Run 1, clock nets:
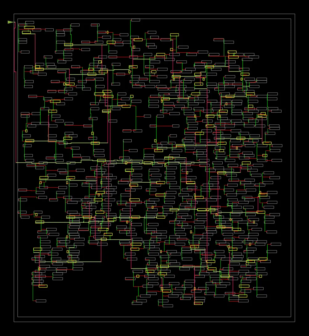
Run 1, sequential cells grouped by signal name:
Bar = 100 um. Other sequential cells in the stronger grey, the rest of the logic in the fainter grey.
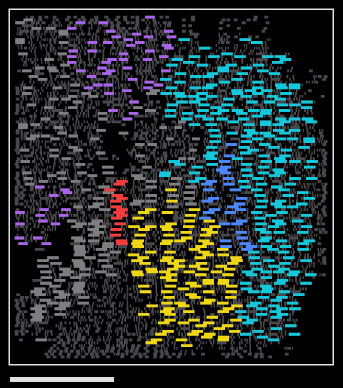
Run 1, close-up of the layout:
Window x 217 to 247, y 70 to 100 um. Cells in grey, sequential cells in the stronger grey; small squares are vias.
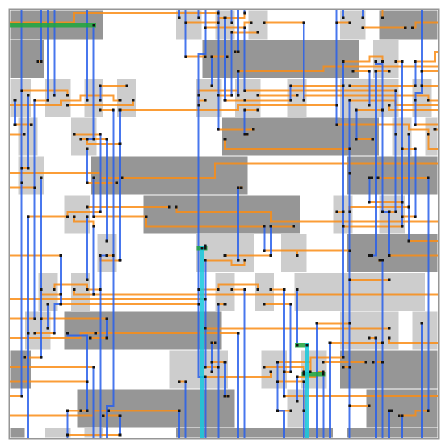
Run 1, clock distribution:
Bar = 100 um.
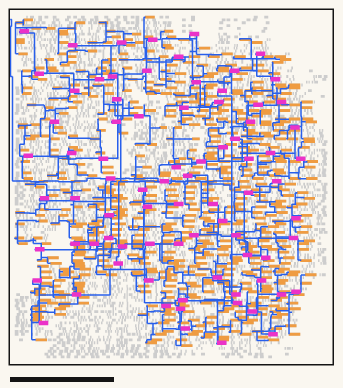
### src/rtl/avalon_watch_monitor.sv
// rtl/avalon_watch_monitor.sv - Passive Avalon-MM watch-window monitor with counters and trace FIFO
//
// Purpose: observes one Avalon-MM master port without driving it, matches every
// accepted transfer against NUM_WINDOWS base/mask windows, keeps saturating
// per-window read/write counters and records matching writes and matching read
// completions (readdatavalid) into a show-ahead trace FIFO. Sticky flags report
// dropped trace entries and pipelined-read protocol violations.
//
// Ports:
//   clock, reset            rising-edge clock, asynchronous active-low reset
//   address .. readdatavalid observed bus signals (inputs only)
//   win_base/win_mask/win_enable  packed window configuration, window i at [i*ADDR_WIDTH +: ADDR_WIDTH]
//   clear                   synchronous clear of counters, FIFO and sticky flags
//   write_count/read_count  packed per-window saturating counters
//   trace_valid/trace_pop   FIFO head valid / consume head
//   trace_window .. trace_byteenable  FIFO head fields (zero when empty)
//   trace_overflow          sticky: a trace entry was dropped
//   protocol_error          sticky: protocol violation observed
module avalon_watch_monitor #(
  parameter int ADDR_WIDTH      = 16,
  parameter int DATA_WIDTH      = 32,
  parameter int NUM_WINDOWS     = 4,
  parameter int COUNT_WIDTH     = 16,
  parameter int FIFO_DEPTH      = 8,
  parameter int MAX_OUTSTANDING = 4
) (
  input  logic                                   clock,
  input  logic                                   reset,
  input  logic [ADDR_WIDTH-1:0]                  address,
  input  logic [DATA_WIDTH/8-1:0]                byteenable,
  input  logic                                   read,
  input  logic                                   write,
  input  logic [DATA_WIDTH-1:0]                  writedata,
  input  logic [DATA_WIDTH-1:0]                  readdata,
  input  logic                                   waitrequest,
  input  logic                                   readdatavalid,
  input  logic [NUM_WINDOWS*ADDR_WIDTH-1:0]      win_base,
  input  logic [NUM_WINDOWS*ADDR_WIDTH-1:0]      win_mask,
  input  logic [NUM_WINDOWS-1:0]                 win_enable,
  input  logic                                   clear,
  output logic [NUM_WINDOWS*COUNT_WIDTH-1:0]     write_count,
  output logic [NUM_WINDOWS*COUNT_WIDTH-1:0]     read_count,
  output logic                                   trace_valid,
  input  logic                                   trace_pop,
  output logic [((NUM_WINDOWS > 1) ? $clog2(NUM_WINDOWS) : 1)-1:0] trace_window,
  output logic                                   trace_is_write,
  output logic [ADDR_WIDTH-1:0]                  trace_address,
  output logic [DATA_WIDTH-1:0]                  trace_data,
  output logic [DATA_WIDTH/8-1:0]                trace_byteenable,
  output logic                                   trace_overflow,
  output logic                                   protocol_error
);

  localparam int BE_W   = DATA_WIDTH / 8;
  localparam int WIN_W  = (NUM_WINDOWS > 1) ? $clog2(NUM_WINDOWS) : 1;
  localparam int FI_W   = $clog2(FIFO_DEPTH);
  localparam int FP_W   = FI_W + 1;
  localparam int FC_W   = FI_W + 2;
  localparam int TI_W   = (MAX_OUTSTANDING > 1) ? $clog2(MAX_OUTSTANDING) : 1;
  localparam int TP_W   = TI_W + 1;
  localparam int TSLOTS = 1 << TI_W;
  localparam logic [COUNT_WIDTH-1:0] CNT_MAX = '1;

  // ---------------------------------------------------------------- accept / match
  logic acc_rd, acc_wr, rw_both;
  assign acc_rd  = read & ~write & ~waitrequest;
  assign acc_wr  = write & ~read & ~waitrequest;
  assign rw_both = read & write & ~waitrequest;

  logic [NUM_WINDOWS-1:0] match;
  logic [WIN_W-1:0]       hit_idx;
  logic                   any_match;

  always_comb begin
    match   = '0;
    hit_idx = '0;
    for (int i = 0; i < NUM_WINDOWS; i++) begin
      match[i] = win_enable[i] &
                 (((address ^ win_base[i*ADDR_WIDTH +: ADDR_WIDTH]) &
                   win_mask[i*ADDR_WIDTH +: ADDR_WIDTH]) == '0);
    end
    // Walk downwards so the lowest matching index wins.
    for (int i = NUM_WINDOWS - 1; i >= 0; i--) begin
      if (match[i]) hit_idx = WIN_W'(i);
    end
  end

  assign any_match = |match;

  // ---------------------------------------------------------------- pending-read tracker
  // Every accepted read is queued, matching or not, so completions stay in order.
  logic                  t_matched [TSLOTS];
  logic [WIN_W-1:0]      t_win     [TSLOTS];
  logic [ADDR_WIDTH-1:0] t_addr    [TSLOTS];
  logic [BE_W-1:0]       t_be      [TSLOTS];
  logic [TP_W-1:0]       t_wptr, t_rptr, t_occ;
  logic                  t_empty, t_full, t_pop, t_push, t_drop;

  assign t_occ   = t_wptr - t_rptr;
  assign t_empty = (t_occ == '0);
  assign t_full  = (t_occ == TP_W'(MAX_OUTSTANDING));
  assign t_pop   = readdatavalid & ~t_empty;
  // A completion in the same cycle frees the head slot for the new read.
  assign t_push  = acc_rd & (~t_full | t_pop);
  assign t_drop  = acc_rd & t_full & ~t_pop;

  always_ff @(posedge clock or negedge reset) begin
    if (!reset) begin
      t_wptr <= '0;
      t_rptr <= '0;
    end else begin
      if (t_push) t_wptr <= t_wptr + TP_W'(1);
      if (t_pop)  t_rptr <= t_rptr + TP_W'(1);
    end
  end

  always_ff @(posedge clock) begin
    if (t_push) begin
      t_matched[t_wptr[TI_W-1:0]] <= any_match;
      t_win[t_wptr[TI_W-1:0]]     <= hit_idx;
      t_addr[t_wptr[TI_W-1:0]]    <= address;
      t_be[t_wptr[TI_W-1:0]]      <= byteenable;
    end
  end

  logic                  t_head_matched;
  logic [WIN_W-1:0]      t_head_win;
  logic [ADDR_WIDTH-1:0] t_head_addr;
  logic [BE_W-1:0]       t_head_be;
  assign t_head_matched = t_matched[t_rptr[TI_W-1:0]];
  assign t_head_win     = t_win[t_rptr[TI_W-1:0]];
  assign t_head_addr    = t_addr[t_rptr[TI_W-1:0]];
  assign t_head_be      = t_be[t_rptr[TI_W-1:0]];

  // ---------------------------------------------------------------- trace FIFO
  logic [WIN_W-1:0]      f_win  [FIFO_DEPTH];
  logic                  f_wr   [FIFO_DEPTH];
  logic [ADDR_WIDTH-1:0] f_addr [FIFO_DEPTH];
  logic [DATA_WIDTH-1:0] f_data [FIFO_DEPTH];
  logic [BE_W-1:0]       f_be   [FIFO_DEPTH];
  logic [FP_W-1:0]       f_wptr, f_rptr, f_occ;
  logic [FI_W-1:0]       f_widx1;
  logic [FC_W-1:0]       f_free;
  logic [1:0]            n_req;
  logic                  f_pop, comp_push, wr_push, push0, push1, drop_any;

  assign f_occ       = f_wptr - f_rptr;
  assign trace_valid = (f_occ != '0);
  assign f_pop       = trace_pop & trace_valid;
  assign comp_push   = t_pop & t_head_matched & ~clear;
  assign wr_push     = acc_wr & any_match & ~clear;
  assign f_free      = FC_W'(FIFO_DEPTH) - {1'b0, f_occ} + {{FP_W{1'b0}}, f_pop};
  assign n_req       = {1'b0, comp_push} + {1'b0, wr_push};
  // Slot 0 takes the completion when present, slot 1 is only ever the write,
  // so running out of room drops the write first.
  assign push0       = (n_req != 2'd0) & (f_free != '0);
  assign push1       = (n_req == 2'd2) & (f_free > FC_W'(1));
  assign drop_any    = (n_req != 2'd0) & ({{FI_W{1'b0}}, n_req} > f_free);
  assign f_widx1     = f_wptr[FI_W-1:0] + FI_W'(1);

  logic [WIN_W-1:0]      e0_win;
  logic                  e0_wr;
  logic [ADDR_WIDTH-1:0] e0_addr;
  logic [DATA_WIDTH-1:0] e0_data;
  logic [BE_W-1:0]       e0_be;
  assign e0_win  = comp_push ? t_head_win  : hit_idx;
  assign e0_wr   = ~comp_push;
  assign e0_addr = comp_push ? t_head_addr : address;
  assign e0_data = comp_push ? readdata    : writedata;
  assign e0_be   = comp_push ? t_head_be   : byteenable;

  always_ff @(posedge clock or negedge reset) begin
    if (!reset) begin
      f_wptr <= '0;
      f_rptr <= '0;
    end else if (clear) begin
      f_wptr <= '0;
      f_rptr <= '0;
    end else begin
      f_rptr <= f_rptr + FP_W'(f_pop);
      f_wptr <= f_wptr + FP_W'(push0) + FP_W'(push1);
    end
  end

  always_ff @(posedge clock) begin
    if (push0) begin
      f_win[f_wptr[FI_W-1:0]]  <= e0_win;
      f_wr[f_wptr[FI_W-1:0]]   <= e0_wr;
      f_addr[f_wptr[FI_W-1:0]] <= e0_addr;
      f_data[f_wptr[FI_W-1:0]] <= e0_data;
      f_be[f_wptr[FI_W-1:0]]   <= e0_be;
    end
    if (push1) begin
      f_win[f_widx1]  <= hit_idx;
      f_wr[f_widx1]   <= 1'b1;
      f_addr[f_widx1] <= address;
      f_data[f_widx1] <= writedata;
      f_be[f_widx1]   <= byteenable;
    end
  end

  // Head fields read as zero when empty so they match the reset values.
  assign trace_window     = trace_valid ? f_win[f_rptr[FI_W-1:0]]  : '0;
  assign trace_is_write   = trace_valid ? f_wr[f_rptr[FI_W-1:0]]   : 1'b0;
  assign trace_address    = trace_valid ? f_addr[f_rptr[FI_W-1:0]] : '0;
  assign trace_data       = trace_valid ? f_data[f_rptr[FI_W-1:0]] : '0;
  assign trace_byteenable = trace_valid ? f_be[f_rptr[FI_W-1:0]]   : '0;

  // ---------------------------------------------------------------- counters and flags
  always_ff @(posedge clock or negedge reset) begin
    if (!reset) begin
      write_count <= '0;
      read_count  <= '0;
    end else if (clear) begin
      write_count <= '0;
      read_count  <= '0;
    end else begin
      for (int i = 0; i < NUM_WINDOWS; i++) begin
        if (acc_wr & match[i] & (write_count[i*COUNT_WIDTH +: COUNT_WIDTH] != CNT_MAX))
          write_count[i*COUNT_WIDTH +: COUNT_WIDTH] <=
            write_count[i*COUNT_WIDTH +: COUNT_WIDTH] + COUNT_WIDTH'(1);
        if (acc_rd & match[i] & (read_count[i*COUNT_WIDTH +: COUNT_WIDTH] != CNT_MAX))
          read_count[i*COUNT_WIDTH +: COUNT_WIDTH] <=
            read_count[i*COUNT_WIDTH +: COUNT_WIDTH] + COUNT_WIDTH'(1);
      end
    end
  end

  logic perr_set;
  assign perr_set = rw_both | t_drop | (readdatavalid & t_empty);

  always_ff @(posedge clock or negedge reset) begin
    if (!reset) begin
      trace_overflow <= 1'b0;
      protocol_error <= 1'b0;
    end else if (clear) begin
      trace_overflow <= 1'b0;
      protocol_error <= 1'b0;
    end else begin
      if (drop_any) trace_overflow <= 1'b1;
      if (perr_set) protocol_error <= 1'b1;
    end
  end

endmodule

### config.mk
export PLATFORM = sky130hd
export DESIGN_NAME = avalon_watch_monitor
export DESIGN_NICKNAME = d
export VERILOG_FILES = /design/src/rtl/avalon_watch_monitor.sv
export SDC_FILE = /design/constraint.sdc
export NUM_CORES = 1
export LEC_CHECK = 0
export ABC_AREA = 1
export CELL_PAD_IN_SITES_DETAIL_PLACEMENT = 1
export CELL_PAD_IN_SITES_GLOBAL_PLACEMENT = 2
export CORE_ASPECT_RATIO = 1.1
export CORE_MARGIN = 4
export CORE_UTILIZATION = 37
export CTS_CLUSTER_SIZE = 12
export DETAILED_ROUTE_END_ITERATION = 10
export GPL_ROUTABILITY_DRIVEN = 1
export PLACE_DENSITY = 0.86
export SYNTH_ARGS = -nofsm -noshare
export SYNTH_HDL_FRONTEND = slang
export SYNTH_SLANG_ARGS = --single-unit
### constraint.sdc
create_clock -name clock -period 13.15 [get_ports clock]
set_input_delay 2.63 -clock clock [delete_from_list [all_inputs] [get_ports clock]]
set_output_delay 2.63 -clock clock [all_outputs]
set_load 0.01 [all_outputs]
==> CHANGELOG.md, run 1 <==
### Metrics

* Tool Warnings at 43
* Crit path time final at 7.33 ns
* Cell Count, Final, Fillers Out at 6009
* Hold Violations, Final at 0
* GR Overflow Total at 0
* Core Area at 99200 um2
* Cts repair resizes at 0
* TritonRoute pass-1 iters at 5
* Reg2reg setup slack at 7.25 ns
* Slew headroom at 16.6%
* Synthesis Warnings at 0
* CTS tree: yes
* Clk buf depth at 3
* Yosys synthesis chip area at 37100 um2
* Worst vdd ir at 0.0804 mV
* Via Count at 31800
* Commonest flop: edfxtp_1
* Fin worst setup slack at 5.82 ns
* Top Layout Cells: nand2_1 (1248), o21ai_0 (700), edfxtp_1 (524)
* Post-route ant nets at 0
* Hold slack at 0.457 ns
* # rows at 121
* Share of the synthesized area in the top cell type at 42.4%
* Die Size at 105000 um2
* Kind of critical path: in -> reg
* Share of cells above drive strength 1 at 6.99%
* Overall Global Routing Usage at 23.9%
* Clock-pin slew on the worst setup and hold paths at 0.06 ns
* Distinct lib cells at 51
* Max Clock Freq at 0.136 GHz
* First-pass GRT wire length at 197 mm
* Max Fanout on Critical Path at 92
* Crit start category: input pin
* Post-CTS setup buffers at 0
* DR DRC count at 0
* Largest net degree at the start of global routing at 110
* Hold Crit Class: reg -> reg
* Final Max Slew Viols at 0
* CP Data Required Time at 13.29 ns
* Post-synth EDFFs at 524
* Data arrival time of the worst path at 7.48 ns
* Area delta synth->final at 20.6%
* Final Cycle Share at 55.8%
* Hold buffer count at cts at 0
* Synth Instances at 4364
* Clk_skew at 0.0325 ns
* Die Ht at 340 um
* Port buffer count at 409
* Clock latency on the worst-skew pair at 0.65 ns
* Nets at 4899
* Status: finished, final reports clean
* TritonCTS Sinks at 676
* Vias in the first global route at 33500
* RePlAce Congestion at 0.851
* Flops after synth at 676
* Drt first-iter violations at 1809
* Cell total after placement at 5854
* Design area at 44700 um2
* Largest area contributor in the netlist: edfxtp_1
* Post-synth area hogs: edfxtp_1 (42%), nand2_1 (13%), dfrtp_1 (9.7%), o21ai_0 (9.5%), inv_1 (3.5%)
* Placed cell area at 42000 um2
* CP Capture Type: register
* Cell count listed in synth_stat.txt at 4364
* Initial antenna violation count at 10
* Async S/R FF share, synth at 21.3%
* Worst-margin pin slew at 1.25 ns
* Max_cap viols at 0
* Root Buffer Master: clkbuf_16
* Die width at 310 um
* Final setup vio count at 0
* I/O pin count at 410
* Register area share after synthesis at 52.6%
* Syn_nets at 4618
* TNS Setup at 0 ns
* FP Core Util at 37.4%
* Most numerous logic cell after layout: nand2_1
* WL/cell at 21.2 um
* DP Worst Slack at 5.14 ns
* H-tree depth at 3
* Via density at 5.30
* RSZ-0062 raised after global routing: no
* PwrDens at 163 nW/um2
* Fillcell total at 11600
* Total Wirelength at 127 mm
* Dpl hpwl at 82.1 mm
-- 'clock nets' (at the start) --
clkbuf count: 108
registers: 676

-- 'sequential cells grouped by signal name' (at the start) --
Key: red = t_be [flops 16]; yellow = f_addr [flops 128]; cyan = f_data [flops 256]; purple = write_count [flops 64]; blue = f_be [flops 32]
Another 180 sequential cells are not coloured.

-- 'close-up of the layout' (at the start) --
Key: green = M3; blue = M2; orange = M1; cyan = M4
Sequential cells in the window: 10. Netlist names of flops here include f_data (9), f_addr (1). Most frequent: nand2_1 (15), o21ai_0 (13), edfxtp_1 (10). 46 logic cells have their middle in the window.

-- 'clock distribution' (at the start) --
Key: orange = flip-flops [count 676]; magenta = clock-net drivers [count 80]; blue = clock wires [length 10100 um]
There are 81 routed clock nets. Position of the flops: widely spread.
Clk network pwr share: 31.8%
Clock Power: 2.32 mW

## run 1: critical path, stage by stage
cell and delay, ns:
clkdlybuf4s50_1 0.81, inv_1 0.41, nand2_1 0.16, nand3_1 0.08
nand2_1 0.07, nor2_1 0.04, nand3_1 0.16, nor2_4 0.12
nor2_1 0.19, nand2_1 0.15, nand3_1 0.13, inv_1 0.10
ha_1 0.21, inv_1 0.14, nor2_8 0.11, nand2_4 0.20
buf_4 0.81, nand2_4 0.79
## run 1: Yosys cell counts, drive strengths merged (3+ instances only)
cell type,n
dfrtp,144
o22ai,22
nor3b,3
nand3b,3
xnor2,15
nor2,318
a21oi,137
inv,357
edfxtp,524
mux2,110
nand4,34
buf,127
ha,28
xor2,83
o21ai,737
o31ai,6
or2,18
a31oi,6
dfxtp,8
and3,5
nand3,216
nor3,62
nor4,8
clkbuf,113
nand2,1267
## run 1: layer usage
layer  wire length (um)  track usage [%]  vias to the layer above
li1                   -                -                    15200
met1              53400             30.1                    15700
met2              63600             41.8                      701
met3               6240             3.85                      202
met4               3950             7.89                        6
met5                 40                0                        -
## run 1: worst paths after layout
| check | startpoint | end | cells past startpoint |
|---|---|---|---|
| setup / recovery | address[6] | f_data[6][3] | 18 |
| hold / removal | f_wr[1] | f_wr[1] | 2 |
| setup reg to reg | t_rptr[1] | f_data[6][3] | 17 |
| hold reg to reg | f_wr[1] | f_wr[1] | 2 |
| max in group asynchronous | reset | read_count[27] | 2 |
| min in group asynchronous | reset | write_count[2] | 1 |
## run 1: area by class of cell
cell class | count | area [um2] | share of cell area, %
Timing Repair Buffer | 439 | 4320 | 9.66
Sequential cell | 676 | 19500 | 43.6
Tap cell | 1291 | 1620 | 3.61
Clock inverter | 39 | 478 | 1.07
Multi-Input combinational cell | 3089 | 15200 | 33.9
Clock buffer | 108 | 2240 | 5.01
Antenna cell | 8 | 20.0 | 0.0448
Inverter | 359 | 1350 | 3.02
## run 1: logic make-up after synthesis
kind of cell,synth area share (%)
adders and majority gates,1.05
buffers and inverters,6.66
muxes,3.34
xor gates and xnor gates,2.34
and+or+nand+nor,21.5
AOI/OAI and AO/OA,12.6
DFF,52.6
## run 1: flip-flops by register name, summed over array words and instances (netlist names)
| signal | cells |
|---|---|
| t_rptr | 3 |
| read_count | 64 |
| f_data | 256 |
| f_rptr | 4 |
| f_addr | 128 |
| t_addr | 64 |
| t_win | 8 |
| f_wr | 8 |
| t_wptr | 3 |
| t_be | 16 |
| trace_overflow | 1 |
| f_wptr | 4 |
| protocol_error | 1 |
| t_matched | 4 |
| f_be | 32 |
| f_win | 16 |
| write_count | 64 |
## run 1: through the flow
step	utilization, %	power [mW]
after floorplan	-	4.01
after global placement	42.3	4.97
after detailed placement	42.3	5.04
after CTS	45.1	7.39
after global routing	45.1	7.74
final	45.1	7.30
## run 1: power breakdown
group          switching, mW  internal (mW)
sequential            0.0568           2.53
combinational           1.51          0.894
clock                  0.941           1.38
total                   2.51           4.80
==> inputs of run 2 (changes only) <==
--- a/config.mk
+++ b/config.mk
@@ -10,11 +10,11 @@
 export CELL_PAD_IN_SITES_GLOBAL_PLACEMENT = 2
 export CORE_ASPECT_RATIO = 1.1
 export CORE_MARGIN = 4
-export CORE_UTILIZATION = 37
+export CORE_UTILIZATION = 35
 export CTS_CLUSTER_SIZE = 12
 export DETAILED_ROUTE_END_ITERATION = 10
 export GPL_ROUTABILITY_DRIVEN = 1
-export PLACE_DENSITY = 0.86
+export PLACE_DENSITY = 0.82
 export SYNTH_ARGS = -nofsm -noshare
 export SYNTH_HDL_FRONTEND = slang
 export SYNTH_SLANG_ARGS = --single-unit
==> constraint.sdc (replaced) <==
create_clock -name clock -period 7.5 [get_ports clock]
set_input_delay 1.5 -clock clock [delete_from_list [all_inputs] [get_ports clock]]
set_output_delay 1.5 -clock clock [all_outputs]
set_load 0.01 [all_outputs]
Run 2, clock nets:
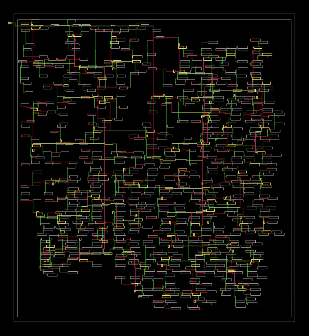
TritonCTS Sinks: 676
clkbuf count: 107
clock latency on the worst-skew pair: 0.64 ns
clk_skew: 0.0292 ns
Num CTS Buffers: 81

==> run 2 against run 1 <==
  * First-iteration DRC count grew 2.4%
  * Register-to-register slack lost 4.5 ns
  * Largest power group unchanged
  * Critical endpoint is now trace_address[4]
  * Clock skew shrank 0.0033 ns
  * Via count grew 0.43%
  * Setup slack lost 4.7 ns
==> CHANGELOG.md, run 2 <==
### Metrics

* Root Buffer Master: clkbuf_16
* Cts repair resizes at 0 (unchanged)
* WL/cell at 21.3 um (+0.42%)
* Largest net degree at the start of global routing at 160 (+45%)
* Syn_nets at 4618 (unchanged)
* TritonRoute pass-1 iters at 5 (unchanged)
* FP Core Util at 35.4% (-1.9 points)
* Die width at 318 um (+2.7%)
* Area delta synth->final at 21.3%
* Switching part of the total power at 34.9% (+0.59 points)
* Critical Path Most Common Cell: nor2_1
* First-pass GRT wire length at 200 mm (+1.5%)
* Most numerous logic cell after layout: nand2_1
* I/O pin count at 410 (unchanged)
* Worst vdd ir at 0.162 mV (+100%)
* Post-route ant nets at 0 (unchanged)
* Status: finished, final reports clean
* Flops after synth at 676 (unchanged)
* Tool Warnings at 37 (-14%)
* Distinct lib cells at 51 (unchanged)
* # rows at 124 (+2.5%)
* Cell count listed in synth_stat.txt at 4364 (unchanged)
* Max Fanout on Critical Path at 89 (-3.3%)
* DR DRC count at 0 (unchanged)
* Hold Crit Class: reg -> reg
* Yosys top cell by instances: nand2_1
* Dpl hpwl at 85.6 mm (+4.3%)
* HP Start: f_wr[1]
* Yosys synthesis chip area at 37100 um2 (unchanged)
* R2R Path End: f_win[6][1]
* Min-Delay Endpoint: f_wr[1]
* Clk buf depth at 3 (unchanged)
* RePlAce Congestion at 0.814 (-4.4%)
* Hold buffer count at cts at 0 (unchanged)
* Worst path cell trace: ha_1 -> inv_1 -> fa_1 -> xnor2_2 -> nand2_1 -> nor2_1 -> nand3_1 -> inv_2 -> buf_4 -> nor2_1 -> clkdlybuf4s50_1
* Overall Global Routing Usage at 22.9% (-1.0 points)
* Synth Instances at 4364 (unchanged)
* Placed cell area at 42400 um2 (+0.96%)
* Die Size at 111000 um2 (+5.6%)
* GR Overflow Total at 0 (unchanged)
* Slowest-stage cell, CP: dfrtp_4
* Post-CTS setup buffers at 0 (unchanged)
* Post-synth EDFFs at 524 (unchanged)
* CTS tree: yes
* Slew headroom at 27.6% (+11 points)
* Drt first-iter violations at 1852 (+2.4%)
* Data arrival time of the worst path at 4.86 ns (-2.62 ns)
* Largest area contributor in the netlist: edfxtp_1
* R2R cell count at 17 (unchanged)
* Via Count at 32000 (+0.43%)
* Regs by FF count: f_data: 256 flops, f_addr: 128 flops
* Clk network pwr share at 30.6% (-1.2 points)
* Crit start category: register
* Initial antenna violation count at 6 (-4)
* Final Cycle Share at 84.8%
* RSZ-0062 raised after global routing: no
* Hold Violations, Final at 0 (unchanged)
* Nets at 4921 (+0.45%)
* Cell Count, Final, Fillers Out at 6124 (+1.9%)
* TNS Setup at 0 ns (unchanged)
* Max incr delay on CP at 1.07 ns (+0.26 ns)
* Internal power at 8.22 mW (+71%)
* Share of the synthesized area in the top cell type at 42.4% (unchanged)
* Top reg by flops: f_data
* Via density at 5.22 (-1.5%)
* Worst-margin pin slew at 1.09 ns (-0.165 ns)
* Switching pwr at 4.41 mW (+76%)
* Die Ht at 349 um (+2.8%)
run 2: logic make-up (layout without fill, tap and decap cells):
kind of cell	count (synthesis)	count (layout)	share of synthesized area (%)
simple gates	1936	1936	21.5
compound gates	915	915	12.6
flops	676	676	52.6
buf+inv	599	967	6.66
mux	110	110	3.34
xor+xnor	98	98	2.34
fa+ha+maj	30	30	1.05
other cells	0	6	0
run 2: final cells by class:
type	instances	area, um2	share of cell area, %
tap	1386	1730	3.86
multi-input combinational	3089	15200	33.8
clock buffer	107	2210	4.91
sequential	676	19500	43.4
inverter	359	1350	3.01
antenna	6	15.0	0.0334
timing repair buffer	460	4600	10.2
clock inverter	41	355	0.791
run 2: worst max-delay path by stage:
stage                    start          endpoint  slack, ns
floorplan           address[8]      f_addr[4][0]       2.22
global placement    address[8]      f_data[7][3]       1.17
detailed placement  address[8]     f_addr[6][12]       1.09
CTS                  f_rptr[0]  trace_address[4]       0.92
global route         f_rptr[0]  trace_address[4]       0.75
finish               f_rptr[0]  trace_address[4]       1.14
run 2: metrics by stage:
stage,hold slack [ns],worst slack [ns],power [mW]
finish,0.462,1.14,12.6
CTS,0.461,0.915,12.8
detailed placement,0.445,1.09,8.90
global placement,0.439,1.17,8.78
floorplan,0.423,2.22,7.02
global route,0.484,0.752,13.4
run 2: power groups by stage:
stage | Sequential, mW | Combinational, mW | Clock, mW
2_1_floorplan | 4.55 | 2.47 | 0
3_3_place_gp | 4.63 | 4.15 | 0
3_5_place_dp | 4.64 | 4.26 | 0
4_1_cts | 4.56 | 4.29 | 3.95
5_1_grt | 4.58 | 4.73 | 4.11
6_report | 4.56 | 4.21 | 3.87
run 2: worst max-delay path, delay by kind of cell, from the launching register on:
family	cells	cell delay (ns)
buffers and inverters	4	1.74
and+or+nand+nor	4	0.46
DFF	1	1.07
adders and majority gates	2	0.70
xor gates and xnor gates	1	0.23
run 2: metal layers:
| layer | global-route usage (%) | up-vias | part of all wire, % |
|---|---|---|---|
| li1 | - | 15300 | - |
| met1 | 28.7 | 15900 | 42 |
| met2 | 41.2 | 603 | 51 |
| met3 | 3.72 | 150 | 4.6 |
| met4 | 5.58 | 2 | 2.0 |
| met5 | 0 | - | 0.0092 |
Power figures rest on the tool's default switching activity, not on a simulated workload.
